<file path="src/rtl/logicnet_in_pkg.sv">
// Shared types, default thresholds and the quantizer for the layer-0 input stage.
// Pure declarations and a combinational helper; no latency of its own.
// No flow control here; used by the threshold bank and the packer.
package logicnet_in_pkg;

  localparam int Q_IN_BITS  = 16;
  localparam int Q_OUT_BITS = 2;
  localparam int NT         = (1 << Q_OUT_BITS) - 1;

  typedef logic [Q_IN_BITS-1:0]          th_word_t;
  typedef logic [NT-1:0][Q_IN_BITS-1:0]  th_set_t;

  // Index 0 holds the lowest default threshold.
  localparam th_set_t TH_DEFAULT = {16'hC000, 16'h8000, 16'h4000};

  // Number of thresholds the value meets or exceeds; thresholds need not be ordered.
  function automatic logic [Q_OUT_BITS-1:0] quant_code(input th_word_t value, input th_set_t th);
    logic [Q_OUT_BITS:0] cnt;
    cnt = '0;
    for (int k = 0; k < NT; k++) begin
      if (value >= th[k]) cnt = cnt + 1'b1;
    end
    if (cnt > (Q_OUT_BITS+1)'(NT)) cnt = (Q_OUT_BITS+1)'(NT);
    return cnt[Q_OUT_BITS-1:0];
  endfunction

endpackage

</file>
<file path="src/rtl/threshold_bank.sv">
// Per-feature threshold register file with one write port and one feature-wide read port.
// Writes land on the next clock edge; reads are combinational from the registers.
// No backpressure: out-of-range feature or threshold numbers are silently dropped.
module threshold_bank
  import logicnet_in_pkg::*;
#(
  parameter int NUM_FEATURES = 49,
  parameter int IDX_W        = $clog2(NUM_FEATURES)
) (
  input  logic                  clk,
  input  logic                  rst,
  input  logic                  cfg_we,
  input  logic [IDX_W-1:0]      cfg_feat,
  input  logic [Q_OUT_BITS-1:0] cfg_sel,
  input  th_word_t              cfg_data,
  input  logic [IDX_W-1:0]      rd_idx,
  output th_set_t               rd_th
);

  th_set_t th [NUM_FEATURES];
  logic    wr_ok;

  // Selector value NT addresses no threshold, so it is treated as a no-op.
  assign wr_ok = cfg_we && (32'(cfg_feat) < NUM_FEATURES) && (32'(cfg_sel) < NT);

  // Reset restores every feature to the defaults; otherwise apply a valid write.
  always_ff @(posedge clk) begin
    if (rst) begin
      for (int f = 0; f < NUM_FEATURES; f++) th[f] <= TH_DEFAULT;
    end else if (wr_ok) begin
      th[cfg_feat][cfg_sel] <= cfg_data;
    end
  end

  // A write in the same cycle as a read of that feature is seen one cycle later.
  assign rd_th = th[rd_idx];

endmodule

</file>
<file path="src/rtl/input_quant_packer.sv">
// Quantizes one raw feature per beat and packs a full frame into the layer-0 input vector.
// Latency: packed frame valid one cycle after the last beat is accepted.
// Backpressure: only the final beat of a frame stalls, and only while the output slot is full and not draining.
module input_quant_packer
  import logicnet_in_pkg::*;
#(
  parameter int NUM_FEATURES = 49,
  parameter int IN_BITS      = Q_IN_BITS,
  parameter int OUT_BITS     = Q_OUT_BITS,
  parameter int IDX_W        = $clog2(NUM_FEATURES)
) (
  input  logic                             clk,
  input  logic                             rst,
  input  logic                             s_valid,
  output logic                             s_ready,
  input  logic [IN_BITS-1:0]               s_data,
  input  logic                             s_last,
  output logic                             m_valid,
  input  logic                             m_ready,
  output logic [NUM_FEATURES*OUT_BITS-1:0] m_data,
  input  logic                             cfg_we,
  input  logic [IDX_W-1:0]                 cfg_feat,
  input  logic [OUT_BITS-1:0]              cfg_sel,
  input  logic [IN_BITS-1:0]               cfg_data,
  output logic                             err_frame,
  input  logic                             err_clr
);

  localparam int               VEC_W    = NUM_FEATURES * OUT_BITS;
  localparam logic [IDX_W-1:0] LAST_IDX = IDX_W'(NUM_FEATURES - 1);

  logic [IDX_W-1:0]    idx;
  logic [VEC_W-1:0]    acc;
  logic [VEC_W-1:0]    acc_merged;
  th_set_t             th_cur;
  logic [OUT_BITS-1:0] code;
  logic                at_last;
  logic                accept;
  logic                frame_done;
  logic                frame_err;

  threshold_bank #(
    .NUM_FEATURES (NUM_FEATURES),
    .IDX_W        (IDX_W)
  ) u_bank (
    .clk      (clk),
    .rst      (rst),
    .cfg_we   (cfg_we),
    .cfg_feat (cfg_feat),
    .cfg_sel  (cfg_sel),
    .cfg_data (cfg_data),
    .rd_idx   (idx),
    .rd_th    (th_cur)
  );

  // Ready depends only on state and m_ready, never on s_valid.
  assign at_last    = (idx == LAST_IDX);
  assign s_ready    = !at_last || !m_valid || m_ready;
  assign accept     = s_valid && s_ready;
  assign code       = quant_code(s_data, th_cur);
  assign frame_done = accept && at_last;
  // s_last must coincide exactly with the final feature; either mismatch is an error.
  assign frame_err  = accept && (at_last ? !s_last : s_last);

  // Accumulator with the current beat's code dropped into its slot.
  always_comb begin
    acc_merged = acc;
    acc_merged[idx*OUT_BITS +: OUT_BITS] = code;
  end

  // Feature index and partial-frame accumulator; early s_last discards the partial frame.
  always_ff @(posedge clk) begin
    if (rst) begin
      idx <= '0;
      acc <= '0;
    end else if (accept) begin
      if (at_last || s_last) begin
        idx <= '0;
        acc <= '0;
      end else begin
        idx <= idx + 1'b1;
        acc <= acc_merged;
      end
    end
  end

  // Output slot: a completing frame overwrites even while the old one drains.
  always_ff @(posedge clk) begin
    if (rst) begin
      m_valid <= 1'b0;
      m_data  <= '0;
    end else if (frame_done) begin
      m_valid <= 1'b1;
      m_data  <= acc_merged;
    end else if (m_ready) begin
      m_valid <= 1'b0;
    end
  end

  // Sticky framing error; a new error in the clearing cycle keeps the flag set.
  always_ff @(posedge clk) begin
    if (rst) begin
      err_frame <= 1'b0;
    end else if (frame_err) begin
      err_frame <= 1'b1;
    end else if (err_clr) begin
      err_frame <= 1'b0;
    end
  end

endmodule

</file>
<file path="config.mk">
export PLATFORM = sky130hd
export DESIGN_NAME = input_quant_packer
export DESIGN_NICKNAME = d
export VERILOG_FILES = /design/src/rtl/logicnet_in_pkg.sv /design/src/rtl/threshold_bank.sv /design/src/rtl/input_quant_packer.sv
export SDC_FILE = /design/constraint.sdc
export NUM_CORES = 2
export LEC_CHECK = 0
export ABC_AREA = 0
export CORE_MARGIN = 4
export CORE_UTILIZATION = 65
export CTS_BUF_LIST = sky130_fd_sc_hd__clkbuf_8
export DETAILED_ROUTE_END_ITERATION = 16
export MAX_ROUTING_LAYER = met4
export PLACE_DENSITY = 0.82
export SYNTH_ARGS = -nofsm -noshare
export SYNTH_HDL_FRONTEND = slang
export SYNTH_SLANG_ARGS = --single-unit
</file>
<file path="constraint.sdc">
create_clock -name clk -period 12.16 [get_ports clk]
set_input_delay 2.432 -clock clk [delete_from_list [all_inputs] [get_ports clk]]
set_output_delay 2.432 -clock clk [all_outputs]
set_load 0.02 [all_outputs]
</file>
==> impl_metrics.yaml <==
# synthesis and place-and-route metrics
detailed_routing:
  via_per_inst: 6.53
run_status:
  run_status: "finished with violations"
  violations: "max-capacitance violations, max-slew violations"
timing:
  slew_violations: 2
  fmax_mhz: 122
  max_slew_margin_pct: -2.65
  hold_viol: 0
logic_synthesis:
  syn_avg_cell_area_um2: 15.8
  synthArstFlopShare_pct: 0
die:
  core-area_um2: 220000
  rows: 172
flow_run:
  tool_warnings: 61
  drv_cap: 2
power_and_ir_drop:
  p_total_mw: 23.4
  p_seq_share_pct: 56.2
  combPwrFrac_pct: 6.1
  p_leak_nw: 55.2
global_route:
  grt_first_pass_wirelength_um: 585000
placement:
  post-place-cells: 12400
final_layout:
  stdcell_area_um2: 160000
worst_setup_path:
  critPathCaptureType: "flop"
  critPathLaunchType: "flop"
flip-flops by register name, summed over array words and instances, names as in the netlist, named ones only:
register / cells
acc: 98
idx: 6
err_frame: 1
m_valid: 1
u_bank.th: 3072
m_data: 98
layout make-up:
class                           count  area share, %
Sequential cell                  3282           60.3
Multi-Input combinational cell   5734           29.2
Clock buffer                      563           4.85
Tap cell                         2958           2.31
Timing Repair Buffer              388           2.17
Clock inverter                    345           1.07
Antenna cell                       35         0.0548
Inverter                           11         0.0258
worst reg2reg max path: stages, from the launching register on:
cell and delay [ns]:
dfxtp_4 0.75, buf_12 0.69, buf_12 0.74, mux4_2 0.45, mux2i_1 0.09, a21oi_1 1.17, o211ai_1 0.36, ha_1 0.31
a2111oi_0 0.45, o221ai_1 0.48, fa_1 1.12, nand3_1 0.42, nor2_1 0.46, a21oi_1 0.20, a2111oi_2 0.39
routing by layer:
| layer | up-vias | part of all wire, % | global-route usage (%) |
|---|---|---|---|
| li1 | 35400 | - | - |
| met1 | 43400 | 34 | 47.6 |
| met2 | 6799 | 45 | 52.3 |
| met3 | 1243 | 14 | 11.1 |
| met4 | 0 | 6.2 | 19.3 |
| met5 | - | 0 | - |
power groups by stage:
stage	sequential (mW)	clock (mW)	combinational, mW
floorplan	13.3	0	0.889
global placement	13.3	0	1.37
detailed placement	13.4	0	1.39
CTS	13.1	8.82	1.40
global route	13.2	9.37	1.50
finish	13.1	8.80	1.43
cell families after synthesis:
family | Yosys count | share of synthesized area (%)
AND-OR/OR-AND | 667 | 3.24
XOR/XNOR | 7 | 0.0427
adder cells (fa/ha/maj) | 53 | 0.467
buffers and inverters | 809 | 2.22
flip-flops | 3282 | 67.2
multiplexers | 950 | 13.3
other | 1 | 0.00261
AND/OR/NAND/NOR | 3337 | 13.5
path summary, 6_finish.rpt:
| path | from | end | slack [ns] | cells past startpoint |
|---|---|---|---|---|
| max | flop | m_data[32] | 3.96 | 14 |
| min | m_data[35] | m_data[35] | 0.44 | 2 |
| max reg2reg | flop | m_data[32] | 3.96 | 14 |
| min reg2reg | m_data[35] | m_data[35] | 0.44 | 2 |
layout by cell type, fill, tap and decap left out, types with 35 or more instances in the layout:
master	count
a21oi_1	143
o22ai_1	56
or2_2	150
conb_1	720
clkbuf_8	564
mux4_2	768
o21ai_0	104
edfxtp_1	3072
dfxtp_1	205
nand2_1	233
o221ai_1	57
a22oi_1	52
clkdlybuf4s50_1	130
mux2i_1	157
inv_1	180
nor3_1	106
buf_4	229
ha_1	52
or3_1	204
and2_1	2158
nand3_1	73
clkinv_1	105
nor2_1	322
diode_2	35
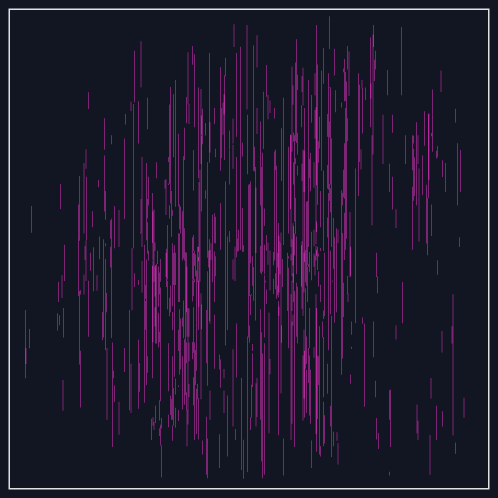
(M4 wires)
Scale: 1 px per um.
The layer holds 6.2% of the routed length. The longest straight run is 203 um. The wires run mostly vertical.

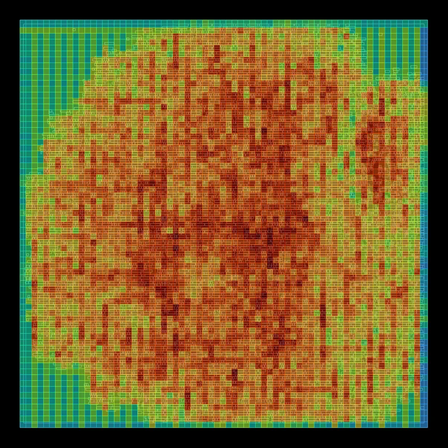
(congestion heat map)
grt met2 use: 52.3%
gr busiest metal: met2
wire per inst: 30.3 um
All-Layer GR Usage: 36.5%

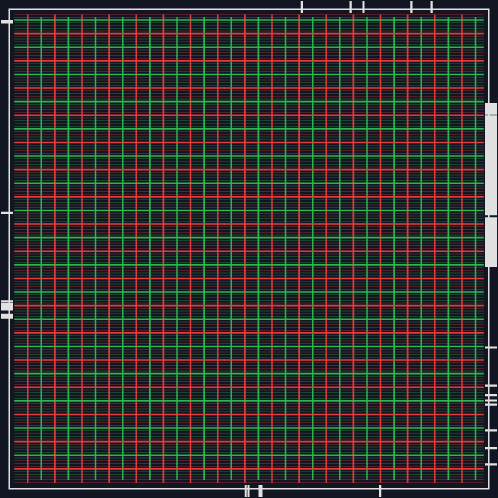
(supply network)
Scale: 1 px per um. Pins as bars on the die edge.
Key: VDD = green; VSS = red
173 met1 rails follow the rows. 34 straps on met4. The core has 172 rows.

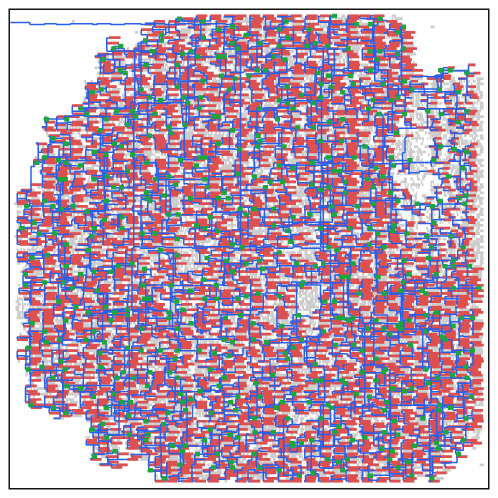
(clock distribution)
Scale: 1 px per um.
Key: flip-flops = red [count 3282]; clock wires = blue [length 38.6 mm]; clock-net drivers = green [count 540]
There are 541 routed clock nets. Position of the flops: all over the die.

Power and IR drop assume default switching activity.
